## config.mk

```make
export PLATFORM = sky130hd
export DESIGN_NAME = fetch_buffer
export DESIGN_NICKNAME = d
export VERILOG_FILES = /design/src/rtl/fetch_buffer.sv
export SDC_FILE = /design/constraint.sdc
export NUM_CORES = 1
export LEC_CHECK = 0
export CAP_MARGIN = 20
export CORE_ASPECT_RATIO = 1.75
export CORE_MARGIN = 10
export CORE_UTILIZATION = 41
export CTS_CLUSTER_DIAMETER = 40
export DETAILED_ROUTE_END_ITERATION = 8
export SETUP_SLACK_MARGIN = 0.2
export SLEW_MARGIN = 5
export SYNTH_ARGS = -nofsm -noshare
export SYNTH_HDL_FRONTEND = slang
export SYNTH_SLANG_ARGS = --single-unit
```

## constraint.sdc

```tcl
create_clock -name clk -period 5.2 [get_ports clk]
set_clock_uncertainty 0.2 [all_clocks]
set_input_delay 0.78 -clock clk [delete_from_list [all_inputs] [get_ports clk]]
set_output_delay 0.78 -clock clk [all_outputs]
set_load 0.1 [all_outputs]
```

## src/rtl/fetch_buffer.sv

```systemverilog
// Dual-issue fetch-to-decode instruction queue: compacts valid fetch slots into a
// circular buffer and presents the two oldest entries to decode in program order.
package fetch_buffer_pkg;
    typedef struct packed {
        logic        valid;
        logic [31:0] pc;
        logic [31:0] inst;
        logic        excp;
        logic [5:0]  ecode;
    } fetch_to_decode_bus_t;
endpackage

module fetch_buffer
    import fetch_buffer_pkg::*;
#(
    parameter int DEPTH = 8
) (
    input  logic                 clk,
    input  logic                 resetn,
    input  logic                 flush,
    input  logic                 fetch_valid,
    input  fetch_to_decode_bus_t fetch_bus1,
    input  fetch_to_decode_bus_t fetch_bus2,
    output logic                 fb_allowin,
    input  logic                 ds_allowin,
    output logic                 fs_to_valid,
    output fetch_to_decode_bus_t fetch_to_decode_bus1,
    output fetch_to_decode_bus_t fetch_to_decode_bus2
);

    localparam int AW = $clog2(DEPTH);
    localparam logic [AW:0] CNT_ONE    = (AW+1)'(1);
    localparam logic [AW:0] CNT_TWO    = (AW+1)'(2);
    localparam logic [AW:0] ALLOW_MAX  = (AW+1)'(DEPTH - 2);

    logic [AW-1:0] head_q, head_d, tail_q, tail_d;
    logic [AW:0]   count_q, count_d;
    fetch_to_decode_bus_t mem_q [DEPTH];

    logic [AW-1:0] head_nx, tail_nx;
    logic          push, pop;
    logic [1:0]    n_in, n_out;
    logic          wr0_en, wr1_en;
    fetch_to_decode_bus_t wr0_data;

    assign head_nx = head_q + AW'(1);
    assign tail_nx = tail_q + AW'(1);

    // Outputs depend only on registered state, never on this cycle's inputs.
    always_comb begin
        // NOTE: every always_comb output gets a default first so no path leaves it unassigned and infers a latch.
        fs_to_valid          = (count_q != '0);
        fb_allowin           = (count_q <= ALLOW_MAX);
        fetch_to_decode_bus1 = '0;
        fetch_to_decode_bus2 = '0;
        if (count_q >= CNT_ONE) begin
            fetch_to_decode_bus1       = mem_q[head_q];
            fetch_to_decode_bus1.valid = 1'b1;
        end
        if (count_q >= CNT_TWO) begin
            fetch_to_decode_bus2       = mem_q[head_nx];
            fetch_to_decode_bus2.valid = 1'b1;
        end
    end

    always_comb begin
        push     = fetch_valid && fb_allowin && !flush;
        pop      = fs_to_valid && ds_allowin && !flush;
        n_in     = {1'b0, fetch_bus1.valid} + {1'b0, fetch_bus2.valid};
        n_out    = (count_q >= CNT_TWO) ? 2'd2 : count_q[1:0];
        wr0_en   = 1'b0;
        wr1_en   = 1'b0;
        wr0_data = fetch_bus1;

        // A lone younger slot is compacted down to the tail position.
        if (push) begin
            if (fetch_bus1.valid) begin
                wr0_en = 1'b1;
                wr1_en = fetch_bus2.valid;
            end else if (fetch_bus2.valid) begin
                wr0_en   = 1'b1;
                wr0_data = fetch_bus2;
            end
        end

        tail_d  = tail_q + (push ? AW'(n_in) : '0);
        head_d  = head_q + (pop ? AW'(n_out) : '0);
        count_d = count_q + (push ? (AW+1)'(n_in) : '0) - (pop ? (AW+1)'(n_out) : '0);

        if (flush) begin
            head_d  = '0;
            tail_d  = '0;
            count_d = '0;
        end
    end

    always_ff @(posedge clk or negedge resetn) begin
        // NOTE: sequential state uses non-blocking assignments so every flop samples pre-edge values.
        if (!resetn) begin
            head_q  <= '0;
            tail_q  <= '0;
            count_q <= '0;
        end else begin
            head_q  <= head_d;
            tail_q  <= tail_d;
            count_q <= count_d;
        end
    end

    // NOTE: storage has no reset; validity is carried entirely by count, so clearing it would be wasted logic.
    always_ff @(posedge clk) begin
        if (wr0_en) mem_q[tail_q]  <= wr0_data;
        if (wr1_en) mem_q[tail_nx] <= fetch_bus2;
    end

endmodule

```

### Register map, names as in the netlist

The bar under the picture is 50 microns long. Other sequential cells in the stronger gray, the rest of the logic in the fainter gray.
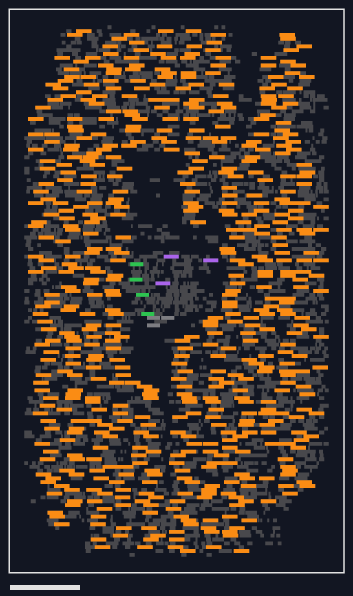
- purple: head_q (flops 3)
- orange: mem_q (flops 568; where all over the die)
- green: count_q (flops 4; where middle)
- not colored: 3
flop share of the area: 43.2%
P_seq: 0.00536 W

### I/O nets highlighted

The bar under the picture is 50 microns long.
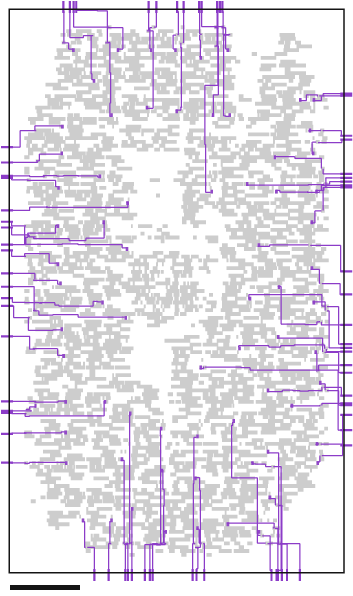
- purple: fetch_to_decode_bus2 (bits 72; direction output; end cells 72; buffers 72; wire 4,580 microns)
Port Buf Inserts: 294
io pins: 295

### Routed metal, one color a layer

Two of the layers only.
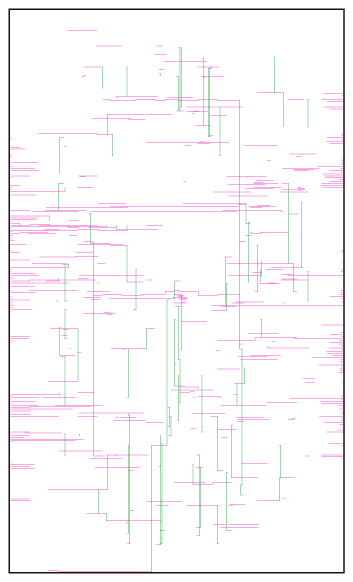
- magenta: M3 (wire length 5,820 microns)
- green: M4 (wire length 2,650 microns)
routed wire length: 108,000 microns
GRT Util Overall: 22.6%

==> impl_metrics.csv <==
group,metric,value,unit
run_status,outcome,"finished clean",
final_layout,layout_top_cells,"mux2_2 (568), edfxtp_1 (568), mux4_2 (284)",
power,top_power_group,"combinational logic",
drt,dr_wl_met3,5820,microns
synth,simple_gate_share,3.04,%
final_layout,nFlopsAndLatches,578,
cts,htree_levels,3,
power,p_clk,0.00512,W
worst_hold_path,hold_path_class,"input port to async pin",
timing,finalHoldViolations,0,
drt,vias,20800,
final_layout,clk_share,6.00,%
power,switching_share,43.1,%
floorplan,die_y,400,microns
cts,clk_path_buf_depth,3,
power,p_seq_share,30.3,%
timing,rsz0062_at_grt,"false",
synth,top_area_share,50.4,%
final_layout,final_area,40100,sq um
global_routing,grt_pass1_wl,158000,microns
final_layout,signal_buffers,363,
cts,cts_setup_buffers,0,
worst_setup_path,ff2ff_setup_slack,1.55,ns
final_layout,top_register,"mem_q",
final_layout,buf_share,8.43,%
drt,drtIter0Drc,1578,
final_layout,inv_count,18,
cts,cts_tree,"done",
synth,synth-async-reset-ratio,1.73,%
final_layout,n_antenna_cell,9,
synth,ys_seq_share,51.2,%
synth,aoi_share,1.59,%
cts,cts_sinks,578,
timing,fin_crit_sh,91.2,%
worst_setup_path,rr_worst_depth,7,
power,comb_power_share,40.8,%
final_layout,top_regs,"mem_q x568, count_q x4",
final_layout,layout.area.comb,15600,sq um
synth,synthesis.nets,2228,
placement,dp_slack,1.04,ns
worst_setup_path,r2r-start,"count_q[3]$_DFF_PN0_",
synth,synth_warnings,0,
cts,clk_pin_slew,0.06,ns
worst_setup_path,crit_chain,"buf_4, mux4_2, mux2i_1, nor2_1, clkdlybuf4s50_1",
synth,synthTopLogicFamily,"multiplexers",
timing,setup_viol,0,
synth,synthesis.area,33800,sq um
synth,area_leaders,"edfxtp_1 (50%), mux2_2 (19%), mux4_2 (19%)",
timing,slew_headroom,22.5,%
final_layout,largest_class,"sequential cells",
global_routing,met3_usage,4.18,%
drt,dr_wl_met2,57900,microns
drt,met1_length,41600,microns
drt,viasPerCell,6.02,
final_layout,seqCellArea,17300,sq um
final_layout,syn2layout_area_growth,18.5,%
global_routing,antenna_found_initial,19,
final_layout,fin_cells,3460,
run,warning_count,30,
final_layout,final.clkbuf_count,84,
worst_setup_path,crit_arrival,3.76,ns
worst_setup_path,cp.depth,5,
drt,wire_per_inst,31.2,microns
power,pg_comb,0.00722,W
worst_setup_path,cp_data_required_time,4.22,ns
cts,numCtsBuffers,72,
floorplan,fp_util,41.3,%
drt,firstDrtPassIters,5,
synth,ys_area,33800,sq um
worst_setup_path,cp_max_fo,36,
floorplan,chipArea,94800,sq um
Power is estimated from default activity; no workload was simulated.
